run_1/gate_families.png
(3 px per µm)
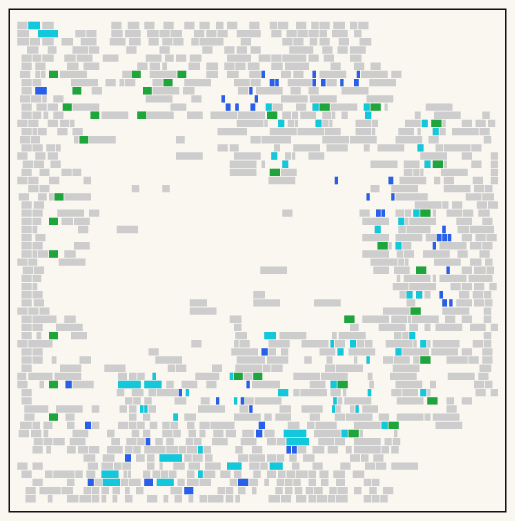
run_1/zoom.png
Window x 68 to 98, y 35 to 65 µm. Cells in grey, sequential cells in the stronger grey; small squares are vias.
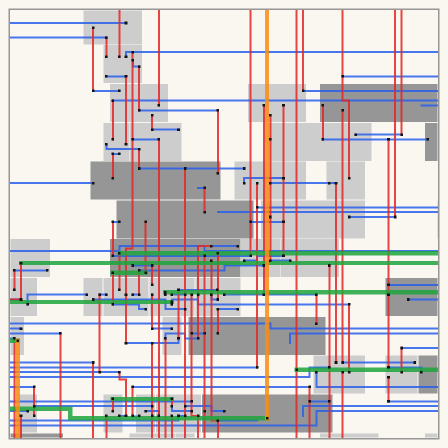
run_1/final_congestion.png
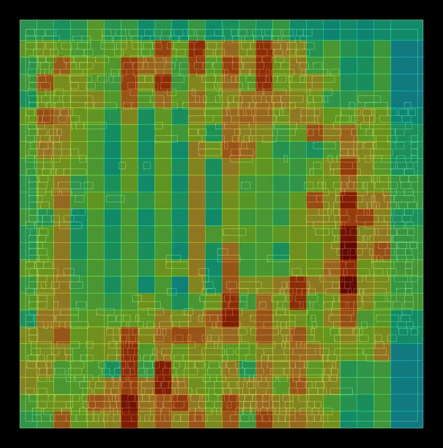
run_1/met4.png
(3 px per µm) Supply wires on this layer in grey.
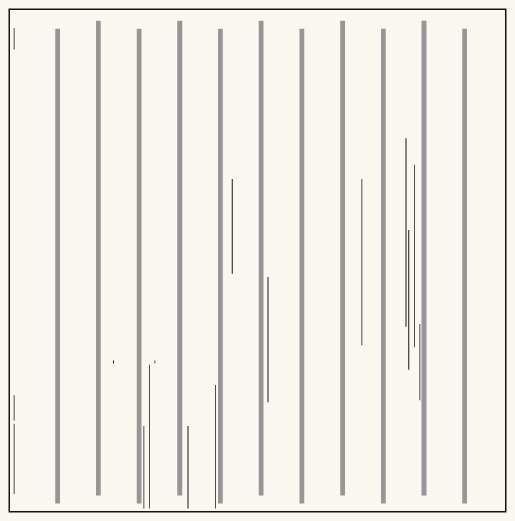
===== src/rtl/io_pkg.sv =====
// Shared types and constants for the I/O bridge: read-source select,
// interrupt-controller register offsets and the default I/O base.
package io_pkg;

    typedef enum logic [1:0] {
        SEL_MEM,
        SEL_DEV,
        SEL_IRQC,
        SEL_NONE
    } rd_sel_e;

    localparam int IRQ_PENDING = 0;
    localparam int IRQ_MASK    = 1;
    localparam int IRQ_RAW     = 2;

    localparam logic [17:0] IO_BASE_DEFAULT = 18'h3FF00;

    // Expands 4 byte enables into a 32-bit bit mask.
    function automatic logic [31:0] lane_mask(input logic [3:0] be);
        logic [31:0] m;
        m = '0;
        for (int b = 0; b < 4; b++) begin
            m[8*b +: 8] = {8{be[b]}};
        end
        return m;
    endfunction

endpackage


===== src/rtl/io_bridge_irq_ctrl.sv =====
// Interrupt controller: rising-edge latch of raw sources into PENDING,
// per-lane MASK, write-1-to-clear and a registered masked output.
module irq_ctrl
    import io_pkg::*;
#(
    parameter int NUM_IRQ = 16,
    parameter int OFF_W   = 4
) (
    input  logic               clk,
    input  logic               rst_n,
    input  logic               wr_en,
    input  logic [OFF_W-1:0]   wr_off,
    input  logic [3:0]         wr_be,
    input  logic [31:0]        wr_data,
    input  logic [OFF_W-1:0]   rd_off,
    output logic [31:0]        rd_data,
    input  logic [NUM_IRQ-1:0] irq_src,
    output logic [NUM_IRQ-1:0] irq_out
);

    logic [NUM_IRQ-1:0] src_reg;
    logic [NUM_IRQ-1:0] pending_reg, pending_next;
    logic [NUM_IRQ-1:0] mask_reg, mask_next;
    logic [NUM_IRQ-1:0] irq_out_reg;
    logic [NUM_IRQ-1:0] lane_bits, wr_bits, clr_bits;

    assign lane_bits = NUM_IRQ'(lane_mask(wr_be));
    assign wr_bits   = NUM_IRQ'(wr_data) & lane_bits;
    assign clr_bits  = (wr_en && wr_off == OFF_W'(IRQ_PENDING)) ? wr_bits : '0;

    // A new edge wins over a simultaneous clear so no interrupt is lost.
    assign pending_next = (pending_reg & ~clr_bits) | (irq_src & ~src_reg);
    assign mask_next    = (wr_en && wr_off == OFF_W'(IRQ_MASK)) ?
                          ((mask_reg & ~lane_bits) | wr_bits) : mask_reg;

    always_ff @(posedge clk or negedge rst_n) begin
        if (!rst_n) begin
            src_reg     <= '0;
            pending_reg <= '0;
            mask_reg    <= '0;
            irq_out_reg <= '0;
        end else begin
            src_reg     <= irq_src;
            pending_reg <= pending_next;
            mask_reg    <= mask_next;
            irq_out_reg <= pending_reg & mask_reg;
        end
    end

    always_comb begin
        rd_data = '0;
        if (rd_off == OFF_W'(IRQ_PENDING)) begin
            rd_data = 32'(pending_reg);
        end else if (rd_off == OFF_W'(IRQ_MASK)) begin
            rd_data = 32'(mask_reg);
        end else if (rd_off == OFF_W'(IRQ_RAW)) begin
            rd_data = 32'(irq_src);
        end
    end

    assign irq_out = irq_out_reg;

endmodule


===== src/rtl/io_bridge.sv =====
// Memory-mapped I/O bridge: decodes CPU data-port accesses into main memory,
// NUM_DEV device windows and the interrupt controller, with a 1-cycle read pipe.
module io_bridge
    import io_pkg::*;
#(
    parameter int                ADDR_W     = 18,
    parameter int                NUM_DEV    = 4,
    parameter int                DEV_SPAN_W = 4,
    parameter logic [ADDR_W-1:0] IO_BASE    = ADDR_W'(IO_BASE_DEFAULT),
    parameter int                NUM_IRQ    = 16
) (
    input  logic                  clk,
    input  logic                  rst_n,
    input  logic                  clk_en,
    input  logic [ADDR_W-1:0]     cpu_raddr,
    output logic [31:0]           cpu_rdata,
    input  logic [3:0]            cpu_wen,
    input  logic [ADDR_W-1:0]     cpu_waddr,
    input  logic [31:0]           cpu_wdata,
    output logic [ADDR_W-1:0]     mem_raddr,
    input  logic [31:0]           mem_rdata,
    output logic [3:0]            mem_wen,
    output logic [ADDR_W-1:0]     mem_waddr,
    output logic [31:0]           mem_wdata,
    output logic [NUM_DEV-1:0]    dev_ren,
    output logic [DEV_SPAN_W-1:0] dev_raddr,
    input  logic [NUM_DEV*32-1:0] dev_rdata,
    output logic [NUM_DEV-1:0]    dev_wen,
    output logic [DEV_SPAN_W-1:0] dev_waddr,
    output logic [3:0]            dev_wbe,
    output logic [31:0]           dev_wdata,
    input  logic [NUM_IRQ-1:0]    irq_src,
    output logic [NUM_IRQ-1:0]    irq_out
);

    // The I/O region holds 8 windows; bits above REG_SH identify it.
    localparam int         REG_SH   = DEV_SPAN_W + 3;
    localparam logic [3:0] IRQC_WIN = 4'(NUM_DEV);

    logic                  r_io, w_io, w_any;
    logic [2:0]            r_win, w_win;
    logic [DEV_SPAN_W-1:0] r_off, w_off;
    logic                  irq_wr_en;
    logic [31:0]           irq_rd_data;
    logic [31:0]           dev_word [NUM_DEV];
    logic [31:0]           dev_data;
    rd_sel_e               sel_reg, sel_next;
    logic [31:0]           rdata_reg, rdata_next;

    assign r_io  = (cpu_raddr[ADDR_W-1:REG_SH] == IO_BASE[ADDR_W-1:REG_SH]);
    assign w_io  = (cpu_waddr[ADDR_W-1:REG_SH] == IO_BASE[ADDR_W-1:REG_SH]);
    assign r_win = cpu_raddr[REG_SH-1:DEV_SPAN_W];
    assign w_win = cpu_waddr[REG_SH-1:DEV_SPAN_W];
    assign r_off = cpu_raddr[DEV_SPAN_W-1:0];
    assign w_off = cpu_waddr[DEV_SPAN_W-1:0];
    assign w_any = |cpu_wen;

    assign mem_raddr = cpu_raddr;
    assign mem_waddr = cpu_waddr;
    assign mem_wdata = cpu_wdata;
    assign mem_wen   = w_io ? 4'h0 : cpu_wen;

    assign dev_raddr = r_off;
    assign dev_waddr = w_off;
    assign dev_wbe   = cpu_wen;
    assign dev_wdata = cpu_wdata;

    generate
        for (genvar gi = 0; gi < NUM_DEV; gi++) begin : g_dev
            assign dev_ren[gi]  = clk_en && r_io && (r_win == 3'(gi));
            assign dev_wen[gi]  = clk_en && w_io && (w_win == 3'(gi)) && w_any;
            assign dev_word[gi] = dev_rdata[32*gi +: 32];
        end
    endgenerate

    always_comb begin
        dev_data = '0;
        for (int k = 0; k < NUM_DEV; k++) begin
            if (r_win == 3'(k)) begin
                dev_data = dev_word[k];
            end
        end
    end

    assign irq_wr_en = clk_en && w_io && ({1'b0, w_win} == IRQC_WIN) && w_any;

    irq_ctrl #(
        .NUM_IRQ (NUM_IRQ),
        .OFF_W   (DEV_SPAN_W)
    ) u_irq_ctrl (
        .clk     (clk),
        .rst_n   (rst_n),
        .wr_en   (irq_wr_en),
        .wr_off  (w_off),
        .wr_be   (cpu_wen),
        .wr_data (cpu_wdata),
        .rd_off  (r_off),
        .rd_data (irq_rd_data),
        .irq_src (irq_src),
        .irq_out (irq_out)
    );

    always_comb begin
        sel_next   = SEL_MEM;
        rdata_next = '0;
        if (r_io) begin
            if ({1'b0, r_win} < IRQC_WIN) begin
                sel_next   = SEL_DEV;
                rdata_next = dev_data;
            end else if ({1'b0, r_win} == IRQC_WIN) begin
                sel_next   = SEL_IRQC;
                rdata_next = irq_rd_data;
            end else begin
                sel_next   = SEL_NONE;
            end
        end
    end

    // Memory data arrives registered from mem itself, so only the select is kept.
    always_ff @(posedge clk or negedge rst_n) begin
        if (!rst_n) begin
            sel_reg   <= SEL_NONE;
            rdata_reg <= '0;
        end else if (clk_en) begin
            sel_reg   <= sel_next;
            rdata_reg <= rdata_next;
        end
    end

    assign cpu_rdata = (sel_reg == SEL_MEM) ? mem_rdata : rdata_reg;

endmodule


===== config.mk =====
export PLATFORM = sky130hd
export DESIGN_NAME = io_bridge
export DESIGN_NICKNAME = d
export VERILOG_FILES = /design/src/rtl/io_pkg.sv /design/src/rtl/io_bridge_irq_ctrl.sv /design/src/rtl/io_bridge.sv
export SDC_FILE = /design/constraint.sdc
export NUM_CORES = 1
export LEC_CHECK = 0
export CAP_MARGIN = 5
export CORE_AREA = 2 2 163 165
export CTS_CLUSTER_SIZE = 16
export DETAILED_ROUTE_END_ITERATION = 10
export DIE_AREA = 0 0 165 167
export PLACE_DENSITY = 0.63
export SLEW_MARGIN = 10
export SYNTH_ARGS = -nofsm -noshare
export SYNTH_HDL_FRONTEND = slang
export SYNTH_SLANG_ARGS = --single-unit

===== constraint.sdc =====
create_clock -name clk -period 1.9 [get_ports clk]
set_input_delay 0.38 -clock clk [delete_from_list [all_inputs] [get_ports clk]]
set_output_delay 0.38 -clock clk [all_outputs]
set_load 0.03 [all_outputs]

==> results.sh, run 1 <==
# flow metrics
export IMPL_worstReg2RegEnd="rdata_reg[6]$_DFFE_PN0P_"
export IMPL_cap_violations=0
export IMPL_initialDrtViolationCount=280
export IMPL_place_congestion=0.8439
export IMPL_rows=59
export IMPL_min_to="sel_reg[0]$_DFFE_PN1P_"
export IMPL_drtPass1Iterations=4
export IMPL_synth_largest_area_cell="dfrtp_1"
export IMPL_cts_root_buffer="clkbuf_16"
export IMPL_hold_path_class="input port to register"
export IMPL_fin_nets=1178
export IMPL_setup_viol=41
export IMPL_via_per_inst=4.631
export IMPL_critPathArrivalTime_ns=1.87
export IMPL_tightest_slew_ns=0.4396
export IMPL_crit_path_top_delay_cell="or4_4"
export IMPL_synthCells=595
export IMPL_reg2reg_depth=4
export IMPL_final_setup_tns_ns=-6.552
export IMPL_synthesis_area_mm2=0.006212
export IMPL_dp_slack_ns=-0.9028
export IMPL_grt_first_pass_wirelength_mm=36.74
export IMPL_rsz0062_at_grt="true"
export IMPL_critPathMaxFanout=3
export IMPL_fmax_ghz=0.4453
export IMPL_powerDensity_mw_per_mm2=522.7
export IMPL_synth_seq_cells=98
export IMPL_yosysWarnings=0
export IMPL_ys_area_mm2=0.006212
export IMPL_drive_gt1_share_pct=37.45
export IMPL_clock_path_buffers=2
export IMPL_numPortBuffers=374
export IMPL_yosys_most_used_dff="dfrtp_1"
export IMPL_synthDistinctLibCells=37
export IMPL_critical_path_class="input port to primary output"
export IMPL_path_cells="buf_6, nand4_1, or3_4, or4_4, nor3_4, buf_6"
export IMPL_whs_path_depth=3
export IMPL_gr_usage_all_layers_pct=17.93
export IMPL_hp_start="cpu_raddr[5]"
export IMPL_insertion_delay_ns=0.35
export IMPL_dp_hpwl_mm=19.80
export IMPL_cts_sinks=98
export IMPL_antenna_found_initial=2
export IMPL_p_leak_nw=4.868
export IMPL_outcome="finished with violations"
export IMPL_cts_buffers=9
export IMPL_worstPathRequired_ns=1.52
export IMPL_grt_remaining_overflow=0
export IMPL_min_period_ns=2.246
export IMPL_slew_violations=0
export IMPL_top_area_share_pct=38.67
export IMPL_ir_drop_uv=457.0
export IMPL_io_pins=423
export IMPL_initCoreUtil_pct=24.11
export IMPL_yosysCellCount=595
export IMPL_die_w_um=165
export IMPL_path_common_cell="buf_6"
export IMPL_startpoint_type="input port"
export IMPL_fin_crit_sh_pct=118.2
export IMPL_grt_max_degree=58
export IMPL_path_clk_slew_ns=0.08
export IMPL_slowest_delay_ns=0.49
export IMPL_setup_ws_ns=-0.3458
export IMPL_layout_top_cells="clkdlybuf4s50_1 (216), buf_4 (143), dfrtp_1 (96), buf_6 (60), mux2_4 (43)"
export IMPL_synth_avg_cell_area_um2=10.44
export IMPL_chipArea_mm2=0.02756
export IMPL_violations="negative setup slack"
export IMPL_fin_area_mm2=0.01086
export IMPL_relSlewSlack_pct=70.45
export IMPL_area_leaders="dfrtp_1 (39%), buf_4 (14%), mux2_2 (8.3%)"
export IMPL_regToRegStartpoint="u_irq_ctrl.pending_reg[6]$_DFF_PN0_"
export IMPL_hold_viol=0
export IMPL_syn2layout_area_growth_pct=74.74
export IMPL_drcViolationCount=0
export IMPL_grt_pass1_vias=6174
export IMPL_cts_tree="built"
export IMPL_die_h_um=167
export IMPL_end_kind="primary output"
export IMPL_floorplan_nets=846
export IMPL_async_flop_share_pct=100.0
Back to the opening pictures, gate_families.png:
- AND-OR and OR-AND gates: green (cells 34; where all over the die)
- NAND gates: blue (cells 49; where all over the die)
- NOR gates: cyan (cells 56)
combinational share of cell area: 27.92%
Finished Layout Cells: 1,268
most instantiated logic cell after routing: clkdlybuf4s50_1

Back to the opening pictures, zoom.png:
- met2: red
- met3: green
- met4: orange
- met1: blue
- cells with their middle in the window: 31
- sequential cells in the window: 6
- most frequent: dfrtp_1 (4), nand2_1 (3), buf_4 (3)
- netlist names of flops here include: `rdata_reg` (3), `sel_reg` (2)

Back to the opening pictures, final_congestion.png:
global routing usage on met1: 22.04%
grt peak-use layer: met2

Back to the opening pictures, met4.png:
- main direction: vertical
- longest straight run: 62.6 µm
final WL: 25.50 mm
DR vias: 5,872

## run 1: worst max path at each step
stage / start / cells after the start / slack (ns) / to
6_report: cpu_waddr[10] / 6 / -0.35 / dev_wen[3]
3_3_place_gp: cpu_waddr[12] / 6 / -0.91 / dev_wen[1]
4_1_cts: cpu_waddr[12] / 6 / -0.35 / dev_wen[3]
5_1_grt: cpu_waddr[10] / 6 / -0.39 / dev_wen[3]
2_1_floorplan: cpu_waddr[7] / 4 / -0.32 / dev_wen[1]
3_5_place_dp: cpu_waddr[12] / 6 / -0.90 / dev_wen[1]
## run 1: stage by stage
stage / utilization (%) / cells / power [W] / hold WS [ns]
floorplan: - / 595 / 0.002961 / 0.08441
global placement: 38.47 / 1227 / 0.003670 / 0.3022
detailed placement: 38.47 / 1227 / 0.003676 / 0.3050
CTS: 41.47 / 1268 / 0.005728 / 0.4662
global route: 42.13 / 1267 / 0.005929 / 0.4890
finish: 42.13 / 1268 / 0.005674 / 0.4898
## run 1: layer usage
metal,vias up,share of wire (%),GRT usage (%),wire [µm]
li1,2710,-,-,-
met3,34,8.1,4.981,2078
met1,2840,40,22.04,10210
met4,2,2.0,4.348,504
met5,-,0.051,0,13
met2,286,50,30.87,12690
## run 1: logic make-up after synthesis
group | share of synthesized area [%]
compound gates | 12.47
buf+inv | 17.42
simple gates | 12.55
flops | 39.52
mux | 18.05
## run 1: repair_timing
item / in CTS / in global routing
resized: 279 / 82
endpoints found under the hold margin: 20 / 0
buffers inserted: 25 / 3
setup endpoints to repair: 97 / 73
gates cloned: 2 / 1
pin swaps: 16 / 14
hold buffers: 1 / 0
## run 1: cell usage after synthesis (5+ instances only)
cell,count
mux2i_1,22
and2_1,20
a21oi_1,6
mux4_2,16
nand2_1,27
nand3_1,14
buf_4,112
a22o_1,18
o221ai_1,21
o21ai_0,17
mux2_2,46
o22ai_1,10
inv_1,29
clkbuf_1,28
nor2_1,14
a221o_1,16
nor2b_1,28
o2111ai_1,10
nor3_1,8
nand4_1,5
dfrtp_1,96
## run 1: where the power goes
group / switching (W) / internal [W]
clock: 0.000931 / 0.00106
sequential: 0.00000479 / 0.00210
combinational: 0.000731 / 0.000845
## run 1: worst max-delay path: cells and delay by family
family | cells | cell delay, ns
buf+inv | 2 | 0.22
simple gates | 4 | 1.26
## run 1: final cells by class
cell class / count / area, µm²
multi-input cells: 322 / 3030
well taps: 335 / 419.2
diodes: 1 / 2.502
fillers: 2533 / 14910
flip-flops and latches: 98 / 2455
clock buffers: 9 / 225.2
clock inverters: 7 / 92.59
repair buffers: 467 / 4522
inverters: 29 / 108.9
--- run 2 (diff from run 1) ---
--- a/config.mk
+++ b/config.mk
@@ -10,7 +10,7 @@
 export CTS_CLUSTER_SIZE = 16
 export DETAILED_ROUTE_END_ITERATION = 10
 export DIE_AREA = 0 0 165 167
-export PLACE_DENSITY = 0.63
+export PLACE_DENSITY = 0.69
 export SLEW_MARGIN = 10
 export SYNTH_ARGS = -nofsm -noshare
 export SYNTH_HDL_FRONTEND = slang
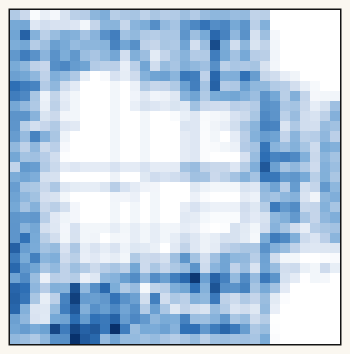
run_2/wire_density.png
(2 px per µm) The die is cut into 33 by 33 equal tiles; white is low, dark blue is high, scaled to the fullest tile. Values are wire area over tile area, all layers added.
- fullest tile: 0.48
- tiles over half the peak: 20%
- densest ninth of the die: bottom left
- emptiest ninth of the die: middle
- mean over tiles: 0.14
final WL: 24.31 mm
DR vias: 5,728

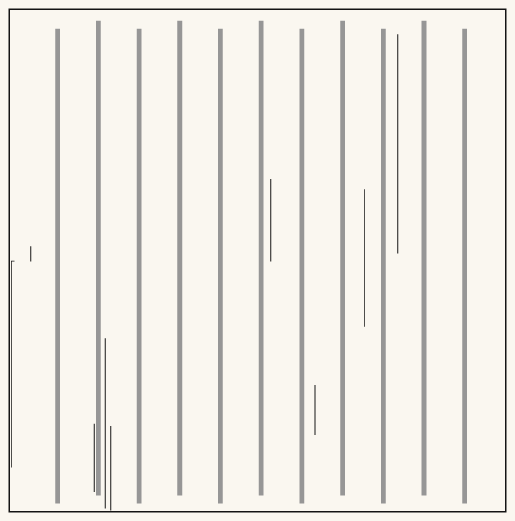
run_2/met4.png
(3 px per µm) Supply wires on this layer in grey.
- nets with wire on the layer: 7
- longest straight run: 72.8 µm
- share of all routed wire: 1.4%
- main direction: vertical

==> run 2 against run 1 <==
Against the previous run: highest routed layer is now met4; power shrank 0.64%; largest power group unchanged; global-route usage shrank 0.67 points; critical path type unchanged; largest cell class unchanged; the run still ends with negative setup slack left; critical endpoint unchanged; combinational power shrank 3%.
==> results.sh, run 2 <==
# flow metrics
export IMPL_drtPass1Iterations=4
export IMPL_slew_violations=0
export IMPL_layout_top_cell="clkdlybuf4s50_1"
export IMPL_tightest_slew_ns=0.3728
export IMPL_yosysWarnings=0
export IMPL_synthesis_area_mm2=0.006212
export IMPL_top_area_share_pct=38.67
export IMPL_grt_max_degree=65
export IMPL_synth_largest_area_cell="dfrtp_1"
export IMPL_synth_avg_cell_area_um2=10.44
export IMPL_rsz0062_at_grt="true"
export IMPL_critPathMaxFanout=3
export IMPL_critical_path_class="input port to primary output"
export IMPL_relSlewSlack_pct=75.12
export IMPL_synthDistinctLibCells=37
export IMPL_path_clk_slew_ns=0.08
export IMPL_yosys_most_used_dff="dfrtp_1"
export IMPL_chipArea_mm2=0.02756
export IMPL_synthCells=595
export IMPL_grt_first_pass_wirelength_mm=35.65
export IMPL_ys_sh_mux_pct=18.05
export IMPL_cts_tree="built"
export IMPL_reg2reg_depth=4
export IMPL_ys_top_logic_family="multiplexers"
export IMPL_fa_ha_area_share_pct=0
export IMPL_setup_ws_ns=-0.3709
export IMPL_cts_sinks=98
export IMPL_drcViolationCount=0
export IMPL_grt_pass1_vias=5935
export IMPL_xor_share_pct=0
export IMPL_setup_viol=50
export IMPL_outcome="finished with violations"
export IMPL_synth_seq_cells=98
export IMPL_clock_path_buffers=2
export IMPL_worstReg2RegEnd="rdata_reg[6]$_DFFE_PN0P_"
export IMPL_die_h_um=167
export IMPL_via_per_inst=4.542
export IMPL_crit_path_end="dev_wen[3]"
export IMPL_violations="negative setup slack"
export IMPL_fin_nets=1170
export IMPL_cts_root_buffer="clkbuf_16"
export IMPL_die_w_um=165
==> run 2: worst max-delay path, stage by stage <==
cell	delay (ns)
buf_6	0.09
nand4b_1	0.21
or3_4	0.36
or4_4	0.49
nor3_4	0.21
buf_6	0.15
==> run 2: through the flow <==
step / instance area (µm²) / TNS, ns / instances / hold WS [ns] / power, W
floorplan: 6285 / -0.8356 / 595 / 0.08441 / 0.002961
global placement: 9947 / -36.96 / 1229 / 0.2795 / 0.003671
detailed placement: 9947 / -39.59 / 1229 / 0.2818 / 0.003681
CTS: 10380 / -6.353 / 1254 / 0.4459 / 0.005705
global route: 10470 / -9.341 / 1261 / 0.4598 / 0.005892
finish: 10470 / -6.132 / 1261 / 0.4575 / 0.005637
==> run 2: what timing repair did <==
| action | CTS | global route |
|---|---|---|
| endpoints found under the setup margin | 86 | 60 |
| hold buffers | 1 | 0 |
| gates resized | 282 | 12 |
| buffers inserted | 9 | 5 |
| endpoints found under the hold margin | 14 | 0 |
| pin swaps | 12 | 4 |
| gates cloned | 0 | 0 |
==> run 2: routing by layer <==
layer / global-route usage [%] / wire [µm] / vias up
met4: 4.159 / 342 / 0
li1: - / - / 2697
met1: 21.81 / 9888 / 2765
met2: 30.02 / 12530 / 246
met5: 0 / 0 / -
met3: 3.462 / 1545 / 20
==> run 2: area by class of cell <==
cell class / count / area [µm²]
Tap cell: 335 / 419.2
Fill cell: 2559 / 15290
Timing Repair Buffer: 459 / 4337
Clock buffer: 9 / 225.2
Multi-Input combinational cell: 322 / 2823
Antenna cell: 2 / 5.005
Clock inverter: 7 / 97.59
Inverter: 29 / 108.9
Sequential cell: 98 / 2455
==> run 2: logic make-up after synthesis <==
| logic type | after synthesis |
|---|---|
| flip-flops | 98 |
| AND/OR/NAND/NOR | 137 |
| AND-OR/OR-AND | 99 |
| buffers and inverters | 175 |
| multiplexers | 86 |
==> run 2: worst min-delay path by stage <==
stage,end,slack (ns)
finish,rdata_reg[9]$_DFFE_PN0P_,0.46
CTS,rdata_reg[9]$_DFFE_PN0P_,0.45
detailed placement,asynchronous set/reset pin,0.28
global placement,u_irq_ctrl.src_reg[15]$_DFF_PN0_,0.28
global route,rdata_reg[9]$_DFFE_PN0P_,0.46
floorplan,asynchronous set/reset pin,0.08
==> run 2: where the power goes <==
part	internal (W)	total (W)	switching, W
clock network	0.00106	0.00199	0.000932
logic	0.000819	0.00154	0.000718
registers	0.00210	0.00211	0.00000454
total	0.00398	0.00564	0.00165
--- run 3 (diff from run 2) ---
--- a/config.mk
+++ b/config.mk
@@ -10,7 +10,6 @@
 export CTS_CLUSTER_SIZE = 16
 export DETAILED_ROUTE_END_ITERATION = 10
 export DIE_AREA = 0 0 165 167
-export PLACE_DENSITY = 0.69
 export SLEW_MARGIN = 10
 export SYNTH_ARGS = -nofsm -noshare
 export SYNTH_HDL_FRONTEND = slang
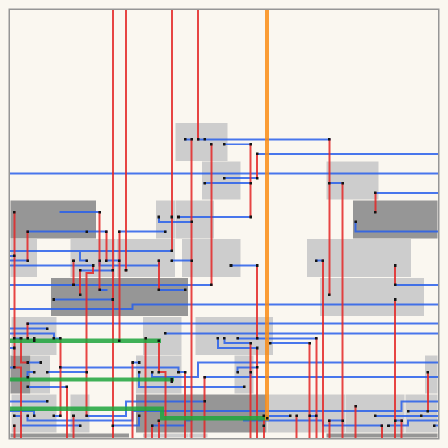
run_3/zoom.png
Window x 68 to 98, y 35 to 65 µm. Cells in grey, sequential cells in the stronger grey; small squares are vias.
- met4: orange
- met2: red
- met1: blue
- met3: green
- most frequent: nand2_1 (4), buf_4 (4), o221ai_1 (3)
- cells with their middle in the window: 26
- netlist names of flops here include: `sel_reg` (2)
- sequential cells in the window: 4

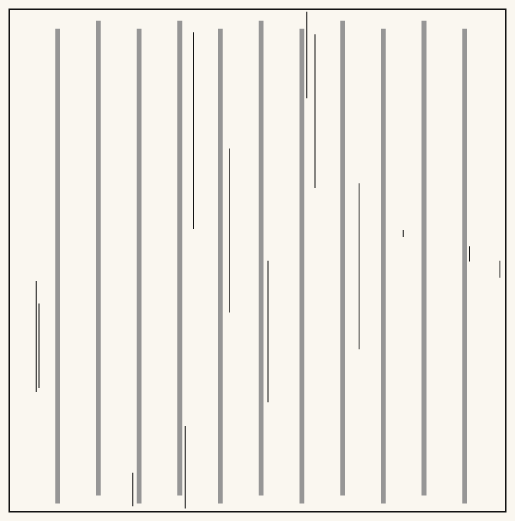
run_3/met4.png
(3 px per µm) Supply wires on this layer in grey.
- nets with wire on the layer: 11
- longest straight run: 65.3 µm
- share of all routed wire: 1.7%
- main direction: vertical
- wire length on this layer: 416 µm
DR vias: 5,726
final WL: 24.67 mm

==> run 3 against run 2 <==
Against the previous run: the run still ends with negative setup slack left; first-iteration DRC count fell by 28%; combinational power is 3% higher; cell count is 0.16% lower; critical path type unchanged.
==> results.sh, run 3 <==
# flow metrics
export IMPL_warnings=29
export IMPL_sw_frac_of_total_pct=29.32
export IMPL_power_frac_comb_pct=27.8
export IMPL_comb_area_mm2=0.002972
export IMPL_io_pins=423
export IMPL_path_common_cell="buf_6"
export IMPL_dp_hpwl_mm=19.87
export IMPL_cts_buffers=9
export IMPL_setup_viol=48
export IMPL_htree_levels=3
export IMPL_startpoint_type="input port"
export IMPL_chipArea_mm2=0.02756
export IMPL_place_congestion=0.8469
export IMPL_ir_drop_uv=433.6
export IMPL_crit_family="simple AND/OR/NAND/NOR gates"
export IMPL_setup_ws_ns=-0.3897
export IMPL_synthDistinctLibCells=37
export IMPL_cts_sinks=98
export IMPL_worst_path_buf_inv=2
export IMPL_drtPass1Iterations=4
export IMPL_crit_path_top_delay_cell="or4_4"
export IMPL_p_leak_nw=4.787
export IMPL_synthesis_area_mm2=0.006212
export IMPL_worstPathRequired_ns=1.52
export IMPL_relSlewSlack_pct=75.85
export IMPL_synth_seq_cells=98
export IMPL_top_area_share_pct=38.67
export IMPL_synthCells=595
export IMPL_fin_nets=1169
export IMPL_cts_root_buffer="clkbuf_16"
export IMPL_slew_violations=0
export IMPL_floorplan_nets=846
export IMPL_clkPwrFrac_pct=35.1
export IMPL_numPortBuffers=374
export IMPL_layoutNonFillerInstCount=1259
export IMPL_grt_pass1_vias=5931
export IMPL_via_per_inst=4.548
export IMPL_violations="negative setup slack"
export IMPL_synth_largest_area_cell="dfrtp_1"
export IMPL_regArea_mm2=0.002455
export IMPL_critPathMaxFanout=3
export IMPL_hold_path_class="input port to asynchronous set/reset pin"
export IMPL_initCoreUtil_pct=24.11
export IMPL_slowest_delay_ns=0.49
export IMPL_outcome="finished with violations"
export IMPL_drcViolationCount=0
export IMPL_insertion_delay_ns=0.35
export IMPL_die_w_um=165
export IMPL_rsz0062_at_grt="true"
export IMPL_cts_tree="built"
export IMPL_async_flop_share_pct=100.0
export IMPL_p_int_w=0.004017
export IMPL_grt_max_degree=48
export IMPL_path_cells="buf_6, nand4_1, or3_4, or4_4, nor3_4, buf_6"
export IMPL_layout_top_cell="clkdlybuf4s50_1"
export IMPL_grt_first_pass_wirelength_mm=35.86
export IMPL_cap_violations=0
export IMPL_clock_path_buffers=2
export IMPL_seqPwrFrac_pct=37.0
export IMPL_yosys_most_used_dff="dfrtp_1"
export IMPL_placed_cells=1225
export IMPL_drive_gt1_share_pct=36.51
export IMPL_fillers=2572
export IMPL_final_setup_tns_ns=-6.616
export IMPL_critical_path_class="input port to primary output"
export IMPL_die_h_um=167
export IMPL_p_total_w=0.005684
export IMPL_synth_avg_cell_area_um2=10.44
export IMPL_dp_slack_ns=-0.9004
export IMPL_yosysWarnings=0
export IMPL_p_switching_w=0.001667
export IMPL_tightest_slew_ns=0.3585
export IMPL_path_clk_slew_ns=0.08
run 3: cell counts after synthesis:
Identical to the previous run, type by type.
run 3: power groups by stage:
stage	logic [W]	clock network (W)	registers (W)
3_3_place_gp	0.00154	0	0.00215
6_report	0.00158	0.00200	0.00211
4_1_cts	0.00158	0.00207	0.00211
3_5_place_dp	0.00154	0	0.00215
2_1_floorplan	0.000814	0	0.00215
5_1_grt	0.00168	0.00214	0.00211
run 3: repair_timing:
item / in CTS / in global routing
hold buffers: 1 / 0
resized: 235 / 58
setup buffers: 16 / 4
setup endpoints to repair: 77 / 62
pin swaps: 12 / 10
hold endpoints to repair: 13 / 0
run 3: path summary, 6_finish.rpt:
path	cells past startpoint	slack (ns)	to	from
min in group clk	2	0.50	rdata_reg[1]$_DFFE_PN0P_	rdata_reg[1]$_DFFE_PN0P_
hold / removal	2	0.43	u_irq_ctrl.irq_out[6]$_DFF_PN0_	rst_n
setup reg to reg	5	0.75	rdata_reg[5]$_DFFE_PN0P_	u_irq_ctrl.pending_reg[5]$_DFF_PN0_
hold reg to reg	2	0.50	rdata_reg[1]$_DFFE_PN0P_	rdata_reg[1]$_DFFE_PN0P_
setup / recovery	6	-0.39	dev_wen[2]	cpu_waddr[10]
max in group asynchronous	3	0.93	sel_reg[0]$_DFFE_PN1P_	rst_n
run 3: per-stage QoR:
stage	utilization (%)	instance area [µm²]	hold WS (ns)
2_1_floorplan	-	6285	0.08441
3_5_place_dp	38.36	9882	0.2599
6_report	41.44	10680	0.4262
4_1_cts	40.86	10530	0.4248
3_3_place_gp	38.36	9882	0.2570
5_1_grt	41.44	10680	0.4497
run 3: kinds of logic after synthesis:
group / after synthesis / synth area share (%)
buffers and inverters: 175 / 17.42
AND/OR/NAND/NOR: 137 / 12.55
AND-OR/OR-AND: 99 / 12.47
flip-flops: 98 / 39.52
multiplexers: 86 / 18.05
run 3: final cells by class:
cell class | count | share of cell area, %
timing repair buffer | 458 | 41.20
clock buffer | 9 | 2.109
tap | 335 | 3.926
clock inverter | 7 | 0.8789
inverter | 29 | 1.031
sequential | 98 | 22.99
antenna | 1 | 0.02344
multi-input combinational | 322 | 27.83
run 3: layer usage:
metal / part of all wire, % / global-route usage (%) / wire length [µm] / up-vias
met5: 0.069 / 0 / 17 / -
met4: 1.7 / 4.272 / 416 / 2
met3: 6.7 / 4.259 / 1665 / 28
met2: 49 / 28.26 / 12020 / 249
met1: 43 / 23.36 / 10550 / 2751
li1: - / - / - / 2696
Power is estimated from default activity; no workload was simulated.
